Design bus_master_port_flat, sky130hd; sources not shown.
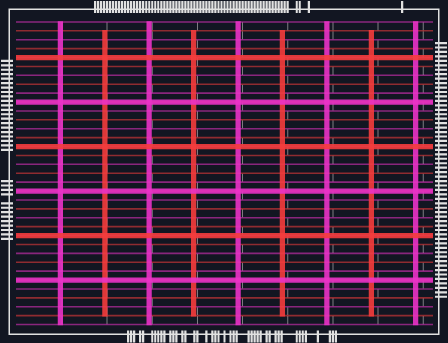
Fig. 1. PDN straps and rails (run 1).
Pins as bars on the die edge. Tap cells in gray.
VSS: drawn in magenta. VDD: drawn in red.
35 met1 rails follow the rows. 162 tap cells. 9 straps on met4.
VDD IR max: 0.373 mV
Die H: 98.8 um
Die Wd: 131 um
core area: 11800 um^2

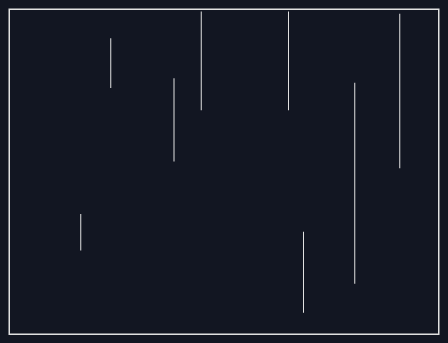
Fig. 2. The metal 4 layer (run 1).
6 nets have wire on it. The longest straight run is 61.2 um. The wires run mostly vertical. The layer carries 243 um of wire. The layer holds 1.6% of the routed length.
Via Count: 4887
final wirelength: 15.4 mm

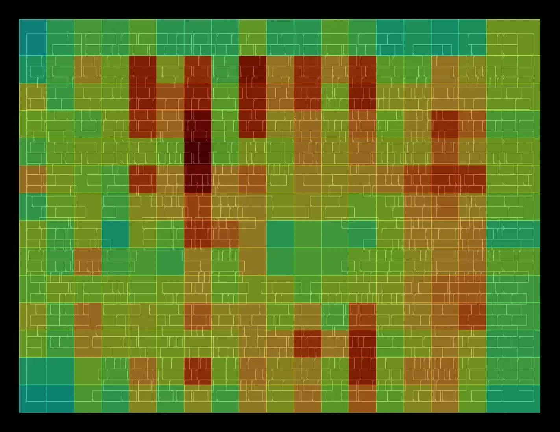
Fig. 3. Track usage over the die (run 1).
Overall Global Routing Usage: 0.240
gr busiest metal: met2

==> results.toml, run 1 <==
# flow metrics
[final_layout]
num-fill-cells = 810
finalNetCount = 904
seqCellArea_um2 = 3560
antenna_cells = 0
mi_logic_area_um2 = 2090
fin_util = 0.736
final_cell_area_um2 = 8680

[cts]
post_cts_buffers = 0
clock_latency_ns = 0.42
root_buffer = "clkbuf_16"
cts_hold_buffers = 0
h-tree-depth = 4
cts_buffers = 17
clock_path_buffers = 2
path_clk_slew_ns = 0.07
cts_resized = 3

[placed_design]
port_buffers = 202
dp_hpwl_mm = 10.8
dp_slack_ns = 0.137
place_inst = 941
place.gp.congestion = 0.794

[route]
top_layer = "met4"
wire_per_inst_um = 15.8
ant_nets = 0
route.met2.wl_mm = 7.70
drt_iter0_drc = 262
wl_met1_mm = 6.61

[synthesis]
synth_area_um2 = 5880
synth_area_per_cell_um2 = 10.2
largest_area_cell = "dfxtp_1"
synthAdderAreaFrac = 0.00851
synth.yosys.num_cells = 577
ys_sh_xor = 0.00596
yosys-top-cells-area = "dfxtp_1, nand2_1, and2_1"
ys_chip_area_um2 = 5880
ys.warnings.count = 0
synthDistinctLibCells = 38
ys_sh_mux = 0.00170
compound_area_frac = 0.151
ys_seq_elements = 178
synthArstFlopShare = 0
flop_cell = "dfxtp_1"
synthCells = 577

[critical_path]
cp.depth = 3
path_buffers = 2
worstSetupStartpointType = "input pin"
slowest_delay_ns = 0.62
worstPathCellList = "clkdlybuf4s50_1 > and2_1 > clkdlybuf4s15_2"
criticalPathCategory = "in -> out"
path_max_fanout = 9
reg2reg_depth = 9
endpoint_kind = "output pin"
crit_required_ns = 2.80

[final_timing]
worst_pin_slew_ns = 1.02
final_max_slew_viol_count = 0
tns_ns = 0
slew_headroom = 0.317
final.setup_skew_ns = 0.0103

[grt]
grt_max_degree = 18
use_met1 = 0.286
grt_pass1_wl_mm = 23.9
grt_util_met2 = 0.417
first_global_vias = 4896
overflow = 0
antenna_found_initial = 0

[run_status]
status = "complete, no violations"

[power_and_ir_drop]
power_density_nw_per_um2 = 521
power.total_mw = 4.52

[floorplan]
rows = 34
dieArea_um2 = 12900

[flow_run]
drv_cap = 0
warning_count = 27

[hold_path]
min_path_cells = 2
==> run 1: synth_stat cells (all sizes together), types with 4 or more instances <==
cell    instances
and2           66
nand2         135
o21ai           5
clkbuf         10
inv             4
nand3           4
buf            27
a21oi          71
dfxtp         178
ha              4
nor2           13
a22o           32
==> run 1: final cells by class <==
type | count | area share
Tap cell | 162 | 0.0234
Clock buffer | 17 | 0.0490
Timing Repair Buffer | 202 | 0.233
Buffer | 37 | 0.0241
Sequential cell | 178 | 0.411
Inverter | 4 | 0.00173
Multi-Input combinational cell | 358 | 0.241
Clock inverter | 15 | 0.0169
==> run 1: power breakdown <==
part	switching, mW	internal [mW]
registers	0.0273	2.09
clock network	0.836	1.00
logic	0.338	0.220
total	1.20	3.32
Fig. 4: run 1, routed clock nets over the placement
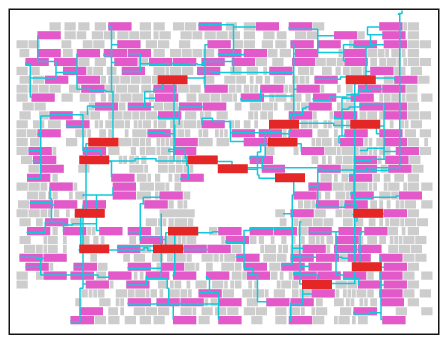

==> run 2, diff against run 1 <==
--- a/config.mk
+++ b/config.mk
@@ -8,11 +8,11 @@
 export CAP_MARGIN = 5
 export CORE_ASPECT_RATIO = 0.75
 export CORE_MARGIN = 1.5
-export CORE_UTILIZATION = 48
+export CORE_UTILIZATION = 40
 export CTS_BUF_LIST = sky130_fd_sc_hd__clkbuf_16
 export DETAILED_ROUTE_END_ITERATION = 16
 export GPL_TIMING_DRIVEN = 0
-export PLACE_DENSITY = 0.92
+export PLACE_DENSITY = 0.83
 export SETUP_SLACK_MARGIN = 0.5
 export SYNTH_ARGS = -nofsm -noshare
 export SYNTH_HDL_FRONTEND = slang
==> constraint.sdc (replaced) <==
create_clock -name clk -period 2.46 [get_ports clk]
set_input_delay 0.492 -clock clk [delete_from_list [all_inputs] [get_ports clk]]
set_output_delay 0.492 -clock clk [all_outputs]
set_load 0.1 [all_outputs]
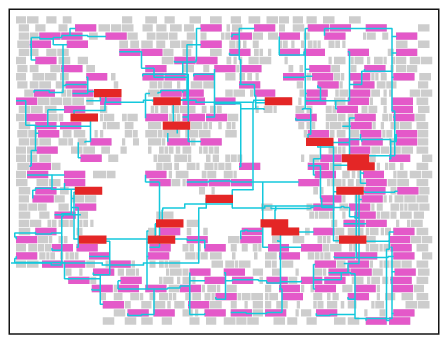
Fig. 5. Routed clock nets over the placement (run 2).
flip-flops: drawn in magenta, count 178. cells driving clock nets: drawn in red, count 17. clock wires: drawn in cyan, length 2000 um.
There are 18 routed clock nets. Position of the flops: all over the die.
clock share of power: 0.403
Late-Pin Clk Latency: 0.42 ns

==> run 2 against run 1 <==
Clock power rose by about 40%; via count fell by 3.8%; largest cell class unchanged; critical path type is now reg -> out; first-iteration DRC count fell by 35%; critical path depth did not move; sequential power rose by 42%; count of clock-buffer cells in the layout did not move; flip-flop count did not move; setup slack got worse by 0.20 ns.
==> results.toml, run 2 <==
# flow metrics
[final_layout]
dominant_cells = "flip-flops and latches"
clockNetworkAreaShare = 0.0637
fin_util = 0.619
final_cell_area_um2 = 8910
mi_logic_area_um2 = 2100
inverters = 4
seq_cells = 178
antenna_cells = 2
sh_seq_area = 0.400
buffers = 240
num-clock-buffers = 17
comb_area_frac = 0.236
bufAreaShareNonClock = 0.270
num-fill-cells = 1174
layout_top_cells = "dfxtp_1, nand2_1, clkdlybuf4s15_2"

[cts]
path_clk_slew_ns = 0.07
clock_path_buffers = 2
cts.sinks = 178
h-tree-depth = 4
root_buffer = "clkbuf_16"
cts_hold_buffers = 0
cts_buffers = 17

[route]
drt_iter0_drc = 169
top_layer = "met4"
route.met2.wl_mm = 6.62
wl_met1_mm = 6.76
ant_nets = 0
wirelength_mm = 14.6
dr_total_vias = 4701
wire_per_inst_um = 14.4

[flow_run]
warning_count = 29
drv_cap = 0

[floorplan]
n_tap_cell = 200
rows = 38

[power_and_ir_drop]
power_density_nw_per_um2 = 717
clock_power_mw = 2.57
power.total_mw = 6.39
power.switching_mw = 1.75
powerSeq_mw = 3.02
p_sw_frac = 0.273
power.group.top = "registers"
p_comb_uw = 803
ir_worst_vdd_mv = 0.459
seqPwrFrac = 0.472
power_frac_comb = 0.126

[placed_design]
place.gp.congestion = 0.759
placed_cell_area_um2 = 8150
dp_slack_ns = -0.582
port_buffers = 202
place_inst = 979

[grt]
overflow = 0
use_met1 = 0.249
grt_max_degree = 19
first_global_vias = 4585
grt_pass1_wl_mm = 22.9
track_usage = 0.192
antenna_found_initial = 2
grt.busiest_layer = "met2"
grt_util_met2 = 0.305

[hold_path]
min_path_cells = 2

[synthesis]
ys_seq_elements = 178
largest_area_cell = "dfxtp_1"
synth_area_um2 = 5880
synthAdderAreaFrac = 0.00851
ys_sh_xor = 0.00596
ys_chip_area_um2 = 5880
synth.yosys.num_cells = 577
flop_cell = "dfxtp_1"
synthCells = 577
post-synth-top-count-cell = "dfxtp_1"
synthArstFlopShare = 0
synth_area_per_cell_um2 = 10.2
yosys-top-cells-count = "dfxtp_1, nand2_1, and2_1, a21oi_2, a22o_1"
yosys-top-cells-area = "dfxtp_1, nand2_1, and2_1"
ys.warnings.count = 0

[critical_path]
criticalPathCategory = "reg -> out"
endpoint_kind = "output pin"
worstPathCellList = "nor2b_1 > and2_1 > buf_6"
worstSetupStartpointType = "flip-flop"
reg2reg_depth = 7
slowest_delay_ns = 0.40
crit_required_ns = 1.97

[final_timing]
final_max_slew_viol_count = 0
final.setup_skew_ns = 0.0144
tns_ns = 0
worst_pin_slew_ns = 0.755
slew_headroom = 0.497
hold_ws_ns = 0.434

[run_status]
status = "complete, no violations"
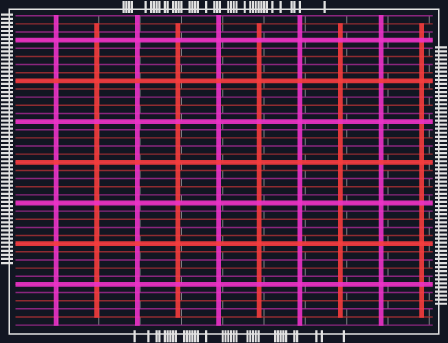
Fig. 6. PDN straps and rails (run 2).
Pins as bars on the die edge. Tap cells in gray.
VDD: drawn in red. VSS: drawn in magenta.
200 tap cells. 10 straps on met4. 204 signal pins sit on the boundary. The core has 38 rows. 39 met1 rails follow the rows.
Die H: 108 um
core area: 14400 um^2
Die Wd: 143 um

[run 2: cell count changes in the layout (fill, tap and decap cells not counted), moves of 4 or more]
| cell | previous run | this run |
|---|---|---|
| clkbuf_1 | 10 | 3 |
| buf_4 | 1 | 5 |
| buf_6 | 6 | 10 |
| clkdlybuf4s50_1 | 201 | 98 |
| dfxtp_1 | 178 | 174 |
| clkdlybuf4s15_2 | 1 | 101 |
| dfxtp_2 | 0 | 4 |
[run 2: critical path: cells and delay by family, from the launching register on]
kind,cells,cell delay [ns]
buffers and inverters,1,0.24
DFF,1,0.40
and+or+nand+nor,2,0.42
[run 2: timing repair]
item | 4_1_cts | 5_1_grt
setup buffers | 1 | 0
gates resized | 321 | 23
pin swaps | 1 | 2
setup endpoints to repair | 167 | 61
hold endpoints to repair | 0 | 0
Power and IR drop assume default switching activity.
